File: config.mk
export PLATFORM = sky130hd
export DESIGN_NAME = hazard_controller
export DESIGN_NICKNAME = d
export VERILOG_FILES = /design/src/rtl/hazard_controller.sv
export SDC_FILE = /design/constraint.sdc
export NUM_CORES = 1
export LEC_CHECK = 0
export CAP_MARGIN = 10
export CORE_MARGIN = 5
export CORE_UTILIZATION = 27
export CTS_BUF_LIST = sky130_fd_sc_hd__clkbuf_4 sky130_fd_sc_hd__clkbuf_8 sky130_fd_sc_hd__clkbuf_16
export CTS_CLUSTER_SIZE = 30
export DETAILED_ROUTE_END_ITERATION = 8
export PLACE_DENSITY = 0.85
export SLEW_MARGIN = 10
export SYNTH_ARGS = -nofsm -noshare
export SYNTH_HDL_FRONTEND = slang
export SYNTH_SLANG_ARGS = --single-unit
File: constraint.sdc
create_clock -name clk -period 1.7 [get_ports clk]
set_input_delay 0.17 -clock clk [delete_from_list [all_inputs] [get_ports clk]]
set_output_delay 0.17 -clock clk [all_outputs]
set_load 0.005 [all_outputs]
File: src/rtl/hazard_controller.sv
// Load-use stall, branch/jump flush and data-memory freeze sequencing for the 5-stage MIPS pipeline.
// Optional statistics counters are built only when HAZARD_STATS_EN is defined.
module hazard_controller #(
    parameter int CNT_W = 16
) (
    input  logic             clk,
    input  logic             rst,
    input  logic [4:0]       if_id_rs,
    input  logic [4:0]       if_id_rt,
    input  logic [4:0]       id_ex_rt,
    input  logic             id_ex_memRead,
    input  logic             branch_taken,
    input  logic             jump,
    input  logic             mem_req,
    input  logic             mem_ready,
    output logic             pc_write,
    output logic             if_id_write,
    output logic             if_id_flush,
    output logic             id_ex_flush,
    output logic             ex_mem_write,
    output logic             mem_wb_write,
    output logic [CNT_W-1:0] stall_cycles,
    output logic [CNT_W-1:0] flush_count,
    output logic [1:0]       state_dbg
);

    typedef enum logic [1:0] {
        RUN        = 2'd0,
        LOAD_STALL = 2'd1,
        MEM_WAIT   = 2'd2
    } state_t;

    state_t state, state_next;

    logic mw;
    logic lu;
    logic br;
    logic lu_act;

    // mem_req/mem_ready: an access is in flight while mem_req is high and completes in the
    // first cycle where mem_ready is also high; every cycle before that freezes the pipeline.
    assign mw = mem_req && !mem_ready;
    assign lu = id_ex_memRead && (id_ex_rt != 5'd0) &&
                ((id_ex_rt == if_id_rs) || (id_ex_rt == if_id_rt));
    assign br = branch_taken || jump;

    // The bubble already sits in EX during LOAD_STALL, so a match there is stale.
    assign lu_act = lu && (state != LOAD_STALL);

    assign state_dbg = state;

    always_ff @(posedge clk) begin
        if (rst) begin
            state <= RUN;
        end else begin
            state <= state_next;
        end
    end

    always_comb begin
        pc_write     = 1'b1;
        if_id_write  = 1'b1;
        ex_mem_write = 1'b1;
        mem_wb_write = 1'b1;
        if_id_flush  = 1'b0;
        id_ex_flush  = 1'b0;
        state_next   = RUN;
        if (rst) begin
            pc_write     = 1'b0;
            if_id_write  = 1'b0;
            ex_mem_write = 1'b0;
            mem_wb_write = 1'b0;
            if_id_flush  = 1'b1;
            id_ex_flush  = 1'b1;
            state_next   = RUN;
        end else if (mw) begin
            pc_write     = 1'b0;
            if_id_write  = 1'b0;
            ex_mem_write = 1'b0;
            mem_wb_write = 1'b0;
            state_next   = MEM_WAIT;
        end else if (lu_act) begin
            // A branch arriving with the stall stays held in ID and is re-evaluated next cycle.
            pc_write     = 1'b0;
            if_id_write  = 1'b0;
            id_ex_flush  = 1'b1;
            state_next   = LOAD_STALL;
        end else if (br) begin
            if_id_flush  = 1'b1;
        end
    end

`ifdef HAZARD_STATS_EN
    logic [CNT_W-1:0] stall_q;
    logic [CNT_W-1:0] flush_q;

    always_ff @(posedge clk) begin
        if (rst) begin
            stall_q <= '0;
            flush_q <= '0;
        end else begin
            if (!pc_write && (stall_q != {CNT_W{1'b1}})) begin
                stall_q <= stall_q + 1'b1;
            end
            if (if_id_flush && (flush_q != {CNT_W{1'b1}})) begin
                flush_q <= flush_q + 1'b1;
            end
        end
    end

    assign stall_cycles = stall_q;
    assign flush_count  = flush_q;
`else
    assign stall_cycles = '0;
    assign flush_count  = '0;
`endif

endmodule

Fig. 1: placement by cell class
Scale bar: 20 µm.
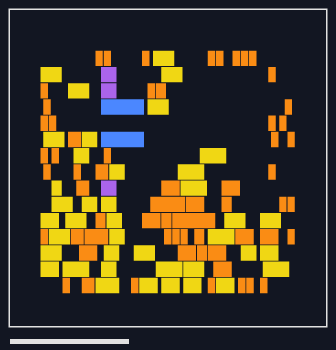
purple -> cells driving clock nets  # cells 3, share of their area 2.9%
blue -> flip-flops  # cells 2, share of their area 5.1%
yellow -> other buffers and delay cells  # cells 40, share of their area 49%
orange -> all other logic  # cells 62, share of their area 43%

Fig. 2: cell placement
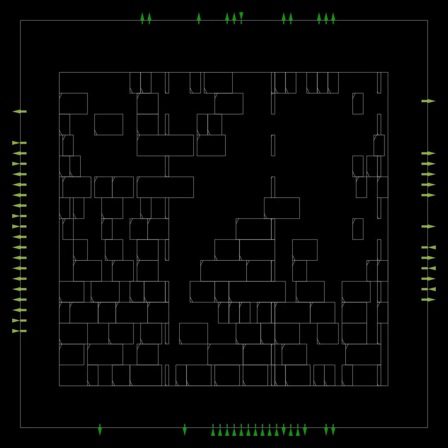
Seq area share: 4.923%
flop count: 2

Fig. 3: signal wires on met2
Cells faint in the background.
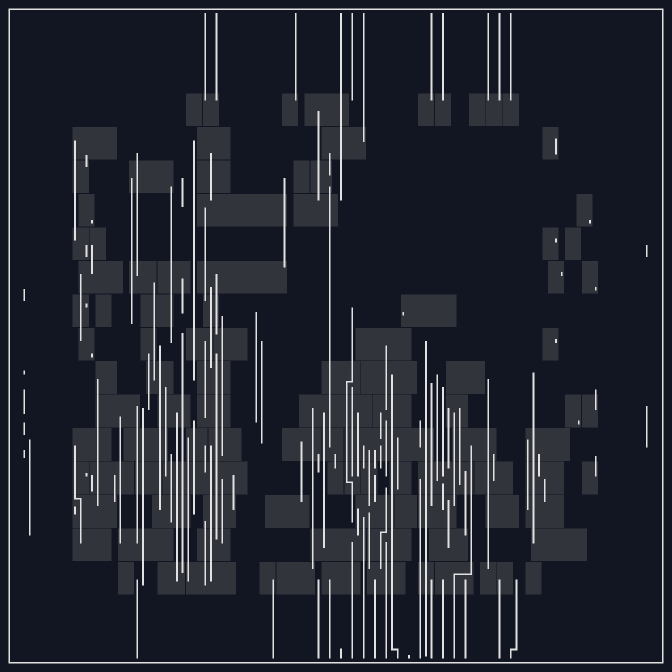
longest straight run = 25.5 µm
share of all routed wire = 58%

==> flow_summary.ini <==
; physical design summary
[route]
vias = 486
drt-met1-wl_um = 401
wl_met2_um = 843
wl_met3_um = 186
ant_nets = 0
top_layer = met4
drtIter0Drc = 0
wirelength_mm = 1.458
routed_via_density = 3.682
drc = 0
routedWlPerCell_um = 11.05

[cts]
post_cts_buffers = 6
cts_hold_buffers = 0
clock_sinks = 2
ctsResizeCount = 12
cts.htree.levels = 1
cts_max_path_buffers = 2
clock_latency_ps = 220
numCtsBuffers = 3

[pwr]
seq_power_w = 0.0000492
power_leader = combinational cells
p_clk_w = 0.000102
power.share.clock_pct = 32.1
peakVddDrop_mv = 0.2666
fin_total_pwr_w = 0.0003188
switching_power_w = 0.00009607
power.density_mw_per_mm2 = 391.9
combPwrFrac_pct = 52.4
p_comb_w = 0.000167
p_leak_nw = 0.4515

[critical_path]
path_max_fanout = 4
regToRegSetupSlack_ps = 670
cp-end-kind = primary output
path_cells = clkdlybuf4s50_1 -> xnor2_1 -> nand3_1 -> o22ai_4 -> a21boi_2 -> dlygate4sd2_1
critPathSlowestCell = clkdlybuf4s50_1
criticalPathCategory = in2out
critPathTopFamily = buffers and inverters
start_kind = primary input
regToRegEndpoint = state_dbg[0]$_SDFF_PN0_
crit_end = pc_write
cpPeakStageDelay_ps = 470
ff2ff_path_depth = 4
critPathLaunch = if_id_rt[2]
worstPathArrival_ps = 1480
required_ps = 1530
cp.depth = 6

[logic_synthesis]
flop_cell = dfxtp_1
netlist_instances = 67
ys_types = 19
ys_ff = 2
top_logic_kind = buffers and inverters
ys_area_um2 = 499.2
async_reset_ff_share_pct = 0
ys_top_cells_by_area = buf_4, xnor2_1, dfxtp_1, o22ai_2, a21oi_1
mux_share_pct = 0
aoi_share_pct = 10.03
yosys_cells = 67
top_area_cell = buf_4
edf_count = 0
synth_seq_share_pct = 8.020
synth_top_area_share_pct = 51.13
adder_share_pct = 0
avgSynthCellArea_um2 = 7.451

[finish]
largestClassByArea = non-clock buffers
stdcell_area_um2 = 813.3
clock_area_share_pct = 2.769
fin_nets = 131
utilization_pct = 46.60
comb_area_share_pct = 40.77
n_all_buffers = 40
final-nonclk-buf-share_pct = 46.77
layout_top_cells = conb_1, clkdlybuf4s50_1, buf_4
fin_cells = 132
final_common_cell = conb_1
nFillCells = 191
flop_area_um2 = 40.04
antenna_cells = 0
drive_above_1_share_pct = 18.69
inverters = 2
comb_cells = 60

[min_path]
min_path_cells = 4
hp-class = in2reg
hp-start = mem_req
whs_endpoint = state_dbg[1]$_SDFF_PP0_

[placed_design]
place.gp.congestion = 0.6944
place_ws_ps = -369.6
port-buffer-count = 29
dpl.cell_count = 123

[die]
ios = 62
taps = 25
num_rows = 15
coreArea_mm2 = 0.001745
dieWidth_um = 53
die_y_um = 53
fp_util_pct = 28.60
dieArea_mm2 = 0.002809

[outcome]
status = completed

[grt]
grt_usage_pct = 9.329
met3_usage_pct = 2.254
grt_max_degree = 5
grt-ovfl-total = 0
grt_pass1_wl_mm = 1.904
grt_busiest_layer = met2
grt_pass1_vias = 494
met1_usage_pct = 8.013
antenna_found_initial = 0
gr-usage-met2_pct = 19.63

[final_timing]
fmax_ghz = 0.6073
setup_viol = 0
holdWs_ps = 648.5
hold_viol = 0
period_minus_slack_ps = 1647
fin_ws_ps = 53.47
slew_violations = 0
setup-tns-final_ps = 0
skew_ps = 2.275

[run]
max-cap-violations = 0
tool_warnings = 27
Fig. 4: logic cells by family
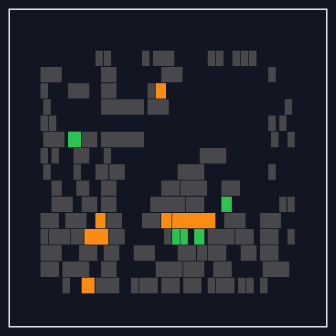
orange -> inverting AOI/OAI gates  # cells 6, most used a21oi_1
green -> NAND gates  # cells 5, where bottom centre

Fig. 5: clock wires, drivers and flops
Scale bar: 20 µm.
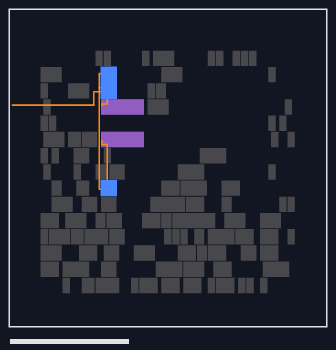
blue -> cells driving clock nets  # count 3
purple -> flip-flops  # count 2
orange -> clock wires  # length 54.1 µm
routed clock nets = 4

